$ cat config.mk
export PLATFORM = sky130hd
export DESIGN_NAME = v_wb_arbiter
export DESIGN_NICKNAME = d
export VERILOG_FILES = /design/src/rtl/vwb_pkg.sv /design/src/rtl/v_wb_el_fifo.sv /design/src/rtl/v_wb_arbiter.sv
export SDC_FILE = /design/constraint.sdc
export NUM_CORES = 2
export LEC_CHECK = 0
export CAP_MARGIN = 20
export CORE_AREA = 2 2 501 503
export CTS_CLUSTER_DIAMETER = 100
export DETAILED_ROUTE_END_ITERATION = 7
export DIE_AREA = 0 0 503 505
export DONT_BUFFER_PORTS = 1
export PLACE_DENSITY = 0.33
export SLEW_MARGIN = 40
export SYNTH_ARGS = -nofsm -noshare
export SYNTH_HDL_FRONTEND = slang
export SYNTH_HIERARCHICAL = 1
export SYNTH_SLANG_ARGS = --single-unit
$ cat constraint.sdc
create_clock -name clk -period 5 [get_ports clk]
set_input_delay 0.75 -clock clk [delete_from_list [all_inputs] [get_ports clk]]
set_output_delay 0.75 -clock clk [all_outputs]
set_load 0.01 [all_outputs]
$ cat src/rtl/vwb_pkg.sv
// vwb_pkg: shared encodings, element write request type and SEW width helper for the writeback arbiter.
package vwb_pkg;
  localparam logic [2:0] SEW_8  = 3'b000;
  localparam logic [2:0] SEW_16 = 3'b001;
  localparam logic [2:0] SEW_32 = 3'b010;
  localparam logic [2:0] LMUL_1 = 3'b000;
  localparam logic [2:0] LMUL_2 = 3'b001;
  localparam logic [2:0] LMUL_4 = 3'b010;
  typedef struct packed {
    logic [4:0]  vd;
    logic [4:0]  idx;
    logic [2:0]  sew;
    logic [31:0] data;
  } el_wr_req_t;
  function automatic logic [6:0] sew_to_width(input logic [2:0] sew);
    return sew == SEW_32 ? 7'd32 : sew == SEW_16 ? 7'd16 : 7'd8;
  endfunction
endpackage

$ cat src/rtl/v_wb_el_fifo.sv
// v_wb_el_fifo: element write FIFO with flush and a one-hot OR of queued destination registers.
module v_wb_el_fifo
  import vwb_pkg::*;
#(
  parameter int DEPTH = 4
) (
  input  logic        clk,
  input  logic        rst,
  input  logic        flush,
  input  logic        push,
  input  logic        pop,
  input  el_wr_req_t  din,
  output el_wr_req_t  dout,
  output logic        full,
  output logic        empty,
  output logic [31:0] pending_mask
);
  localparam int AW = $clog2(DEPTH);
  el_wr_req_t mem [DEPTH];
  logic [DEPTH-1:0] vld;
  logic [AW-1:0] wp, rp;
  logic [AW:0] cnt;
  logic do_push, do_pop;
  assign full = cnt == (AW+1)'(DEPTH);
  assign empty = cnt == '0;
  assign do_pop = pop && !empty;
  assign do_push = push && (!full || do_pop);
  assign dout = mem[rp];
  always_comb begin
    pending_mask = '0;
    for (int i = 0; i < DEPTH; i++)
      pending_mask = pending_mask | (vld[i] ? 32'd1 << mem[i].vd : 32'd0);
  end
  // on a full push+pop wp==rp, so the later set of vld wins over the clear
  always_ff @(posedge clk)
    if (rst || flush) begin
      wp  <= '0;
      rp  <= '0;
      cnt <= '0;
      vld <= '0;
    end else begin
      if (do_pop) begin
        rp      <= rp + AW'(1);
        vld[rp] <= 1'b0;
      end
      if (do_push) begin
        wp      <= wp + AW'(1);
        vld[wp] <= 1'b1;
      end
      cnt <= cnt + (AW+1)'(do_push) - (AW+1)'(do_pop);
    end
  always_ff @(posedge clk)
    if (do_push) mem[wp] <= din;
endmodule

$ cat src/rtl/v_wb_arbiter.sv
// v_wb_arbiter: merges ALU group writes and buffered load element writes onto the regfile, one write per cycle.
module v_wb_arbiter
  import vwb_pkg::*;
#(
  parameter int EL_FIFO_DEPTH = 4,
  parameter int MAX_WAIT      = 8
) (
  input  logic         clk,
  input  logic         rst,
  input  logic         flush,
  input  logic         alu_valid,
  output logic         alu_ready,
  input  logic [4:0]   alu_vd,
  input  logic [2:0]   alu_lmul,
  input  logic [127:0] alu_data_1,
  input  logic [127:0] alu_data_2,
  input  logic [127:0] alu_data_3,
  input  logic [127:0] alu_data_4,
  input  logic         ld_valid,
  output logic         ld_ready,
  input  logic [4:0]   ld_vd,
  input  logic [4:0]   ld_idx,
  input  logic [2:0]   ld_sew,
  input  logic [31:0]  ld_data,
  output logic         reg_wr_en,
  output logic [4:0]   reg_wr_addr,
  output logic [127:0] reg_wr_data,
  output logic [127:0] reg_wr_data_2,
  output logic [127:0] reg_wr_data_3,
  output logic [127:0] reg_wr_data_4,
  output logic         el_wr_en,
  output logic [4:0]   el_reg_wr_addr,
  output logic [4:0]   el_wr_addr,
  output logic [127:0] el_wr_data,
  output logic [2:0]   wb_lmul,
  output logic [2:0]   wb_sew,
  output logic [31:0]  pending_mask
);
  localparam int WW = $clog2(MAX_WAIT + 1);
  el_wr_req_t head, push_req;
  logic fifo_full, fifo_empty, push, force_el, alu_blocked, grant_el, grant_alu;
  logic [WW-1:0] wait_cnt;
  logic [31:0] g_mask, hazard_mask;
  logic [4:0] v1, v2, v3, el_k;
  logic [6:0] el_w;
  logic [31:0] el_val;
  logic [127:0] el_lane;
  logic unused_idx;
  assign push_req = '{vd: ld_vd, idx: ld_idx, sew: ld_sew, data: ld_data};
  v_wb_el_fifo #(.DEPTH(EL_FIFO_DEPTH)) u_fifo (
    .clk(clk), .rst(rst), .flush(flush), .push(push), .pop(grant_el), .din(push_req),
    .dout(head), .full(fifo_full), .empty(fifo_empty), .pending_mask(pending_mask)
  );
  assign v1 = alu_vd + 5'd1;
  assign v2 = alu_vd + 5'd2;
  assign v3 = alu_vd + 5'd3;
  assign g_mask = (32'd1 << alu_vd)
                | (alu_lmul == LMUL_2 || alu_lmul == LMUL_4 ? 32'd1 << v1 : 32'd0)
                | (alu_lmul == LMUL_4 ? (32'd1 << v2) | (32'd1 << v3) : 32'd0);
  assign force_el = wait_cnt >= WW'(MAX_WAIT) || fifo_full;
  // a full FIFO always forces a pop, so readiness never depends on the grant itself
  assign ld_ready = !rst && (!fifo_full || force_el);
  assign push = ld_valid && ld_ready && !flush;
  assign hazard_mask = pending_mask | (push ? 32'd1 << ld_vd : 32'd0);
  assign alu_blocked = |(hazard_mask & g_mask);
  assign grant_el = !rst && !flush && !fifo_empty && (force_el || !alu_valid || alu_blocked);
  assign grant_alu = !rst && alu_valid && !alu_blocked && !grant_el;
  assign alu_ready = grant_alu;
  assign el_k = head.sew == SEW_32 ? {3'b0, head.idx[1:0]} :
                head.sew == SEW_16 ? {2'b0, head.idx[2:0]} : {1'b0, head.idx[3:0]};
  assign el_w = sew_to_width(head.sew);
  assign el_val = head.data & (head.sew == SEW_32 ? 32'hffff_ffff :
                               head.sew == SEW_16 ? 32'h0000_ffff : 32'h0000_00ff);
  assign el_lane = {96'd0, el_val} << (7'(el_k) * el_w);
  assign unused_idx = head.idx[4];
  always_ff @(posedge clk)
    if (rst || flush || grant_el || fifo_empty) wait_cnt <= '0;
    else if (wait_cnt < WW'(MAX_WAIT)) wait_cnt <= wait_cnt + WW'(1);
  always_ff @(posedge clk)
    if (rst) begin
      reg_wr_en      <= 1'b0;
      reg_wr_addr    <= '0;
      reg_wr_data    <= '0;
      reg_wr_data_2  <= '0;
      reg_wr_data_3  <= '0;
      reg_wr_data_4  <= '0;
      el_wr_en       <= 1'b0;
      el_reg_wr_addr <= '0;
      el_wr_addr     <= '0;
      el_wr_data     <= '0;
      wb_lmul        <= '0;
      wb_sew         <= '0;
    end else begin
      reg_wr_en <= grant_alu;
      el_wr_en  <= grant_el;
      if (grant_alu) begin
        reg_wr_addr   <= alu_vd;
        reg_wr_data   <= alu_data_1;
        reg_wr_data_2 <= alu_data_2;
        reg_wr_data_3 <= alu_data_3;
        reg_wr_data_4 <= alu_data_4;
        wb_lmul       <= alu_lmul;
        wb_sew        <= SEW_8;
      end
      if (grant_el) begin
        el_reg_wr_addr <= head.vd;
        el_wr_addr     <= el_k;
        el_wr_data     <= el_lane;
        wb_lmul        <= LMUL_1;
        wb_sew         <= head.sew;
      end
    end
endmodule

m3.png
Scale: 1 px per um. Cells faint in the background.
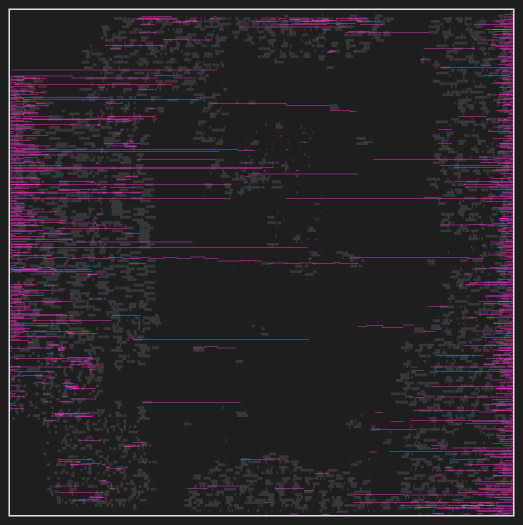
The layer holds 8.4% of the routed length. The layer carries 18100 um of wire. The longest straight run is 296 um. The wires run mostly horizontal.
final wirelength: 214900 um
met3 Usage GRT: 0.05022
vias post-DR: 29800

ff_map.png
Scale: 1 px per um. Other sequential cells in the stronger grey, the rest of the logic in the fainter grey.
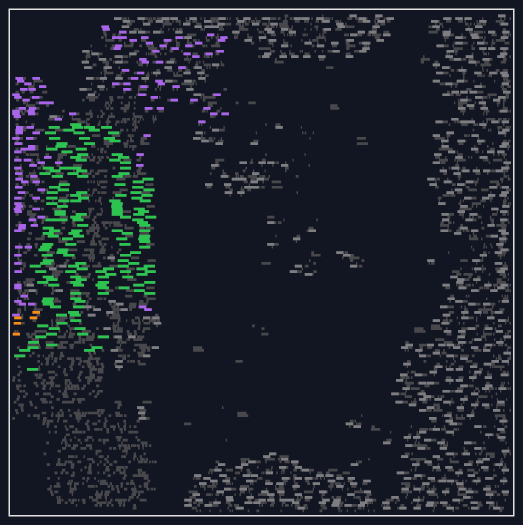
Green shows `u_fifo/mem`, sequential cells 176, where middle left. Orange shows `el_reg_wr_addr`, sequential cells 5, where middle left. Purple shows `el_wr_data`, sequential cells 128.
Sequential Power: 8.18 mW
register area: 18880 sq um
Seq area share: 0.4065
final core occ: 0.1871

==> summary.txt <==
Status = finished, final reports clean
Clock Path Buffers = 3
Worst-path cell chain = buf_4, nand4b_1, a2bb2oi_1, o221ai_1, a31oi_1, buf_4, a41oi_1, nor4_2, and3_1, buf_4, and4b_2, o21a_4, and2_4
Floorplan Nets = 4332
Yosys warning total = 6
Max rail drop VDD = 273.3 uV
Setup tns final = 0 ns
Setup WS pre-CTS = -0.1967 ns
Total tool warning count = 55
Post-route ant nets = 0
Min Hold Slack = 0.1071 ns
Syn_area_per_cell = 9.875 sq um
Worst Setup Path Type = reg -> out
Share of cells above drive strength 1 = 0.1447
HPWL Detailed = 172700 um
Slew headroom = 0.4589
GRT overflow = 0
Number of buffers and inverters on the critical path = 3
Slew Viols, Final = 0
Lkg Pwr = 18.46 nW
placed.png
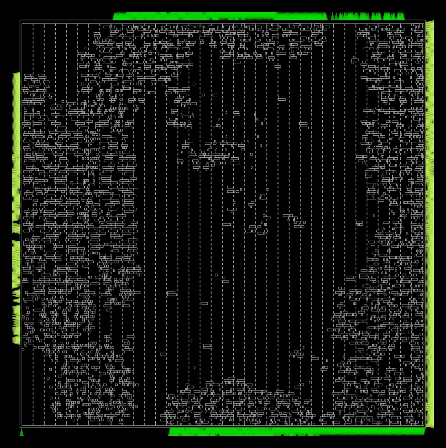
area of the core: 248200 sq um
n_taps: 3330
filler instances: 27500
final std cells w/o fill: 7325
Flop Count: 855

class_map.png
Scale: 1 px per um.
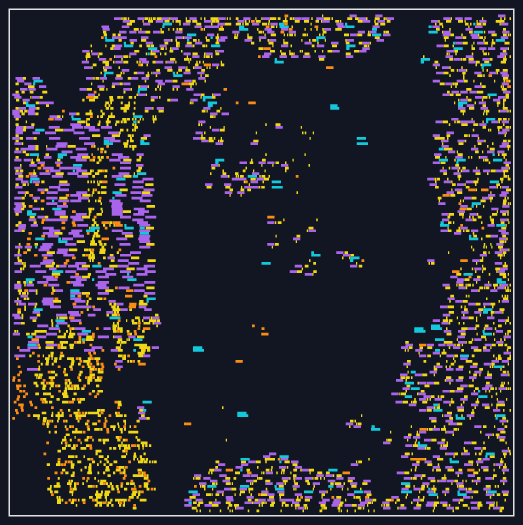
Cyan shows clock drivers and dummy loads, cells 204. Purple shows registers, cells 855. Orange shows remaining buffers and delay cells, cells 324. Yellow shows remaining logic cells, cells 2592.
Core Rows: 183
final instance area: 46450 sq um

## state kept, by name, summed over array words and instances, names as in the netlist, 2 cells and up, named ones only
signal          cells
reg_wr_data_4     128
reg_wr_addr         5
reg_wr_data       128
wb_sew              3
el_reg_wr_addr      5
el_wr_addr          4
u_fifo/rp           2
el_wr_data        128
u_fifo/vld          4
u_fifo/cnt          3
u_fifo/mem        176
wb_lmul             3
wait_cnt            4
reg_wr_data_3     128
reg_wr_data_2     128
u_fifo/wp           2
## placed cells by master (no fill, tap or decap), types with 57 or more instances in the layout
cell / n
a21oi_1: 70
buf_4: 241
clkbuf_16: 112
dfxtp_1: 677
edfxtp_1: 176
mux2i_1: 541
nand2_1: 1149
nand3_1: 110
nor2_1: 60
o21ai_0: 57
## stage by stage
stage / std cells / power, mW / utilization / cell area [sq um]
5_1_grt: 7314 / 18.47 / 0.1870 / 46420
6_report: 7325 / 17.73 / 0.1871 / 46450
2_1_floorplan: 3742 / 8.900 / - / 37030
3_3_place_gp: 7045 / 9.781 / 0.1695 / 42070
3_5_place_dp: 7045 / 9.777 / 0.1695 / 42080
4_1_cts: 7305 / 18.12 / 0.1867 / 46350
## area by class of cell
class | instances | area (sq um) | area share
Antenna cell | 20 | 50.05 | 0.001078
Clock buffer | 155 | 3158 | 0.06799
Inverter | 41 | 176.4 | 0.003798
Sequential cell | 855 | 18880 | 0.4065
Multi-Input combinational cell | 2551 | 16530 | 0.3560
Clock inverter | 49 | 501.7 | 0.01080
Tap cell | 3330 | 4167 | 0.08970
Timing Repair Buffer | 324 | 2980 | 0.06417
## worst paths after layout
| check | slack, ns | startpoint | endpoint | cells after the start |
|---|---|---|---|---|
| setup / recovery | 0.18 | u_fifo/mem[3][40] | alu_ready | 13 |
| hold / removal | 0.11 | alu_data_2[125] | reg_wr_data_2[125] | 2 |
| setup reg to reg | 0.32 | u_fifo/mem[3][40] | u_fifo/cnt[2] | 21 |
| hold reg to reg | 0.50 | reg_wr_data[73] | reg_wr_data[73] | 2 |
## repair_timing
action / CTS / global route
pin swaps: 2 / 2
setup endpoints to repair: 1 / 1
hold buffers: 49 / 0
resized: 15 / 6
setup buffers: 7 / 0
endpoints found under the hold margin: 171 / 0
## routing by layer
| metal | part of all wire | vias to the layer above | track usage |
|---|---|---|---|
| met5 | 0.00092 | - | 0 |
| met2 | 0.49 | 1317 | 0.2795 |
| met4 | 0.029 | 34 | 0.04171 |
| met3 | 0.084 | 270 | 0.05022 |
| met1 | 0.40 | 14840 | 0.1879 |
| li1 | - | 13350 | - |
## report_power, final
part | internal [mW] | switching (mW) | total (mW)
clock network | 4.60 | 3.50 | 8.09
registers | 7.40 | 0.785 | 8.18
logic | 0.572 | 0.881 | 1.45
Power figures rest on the tool's default switching activity, not on a simulated workload.
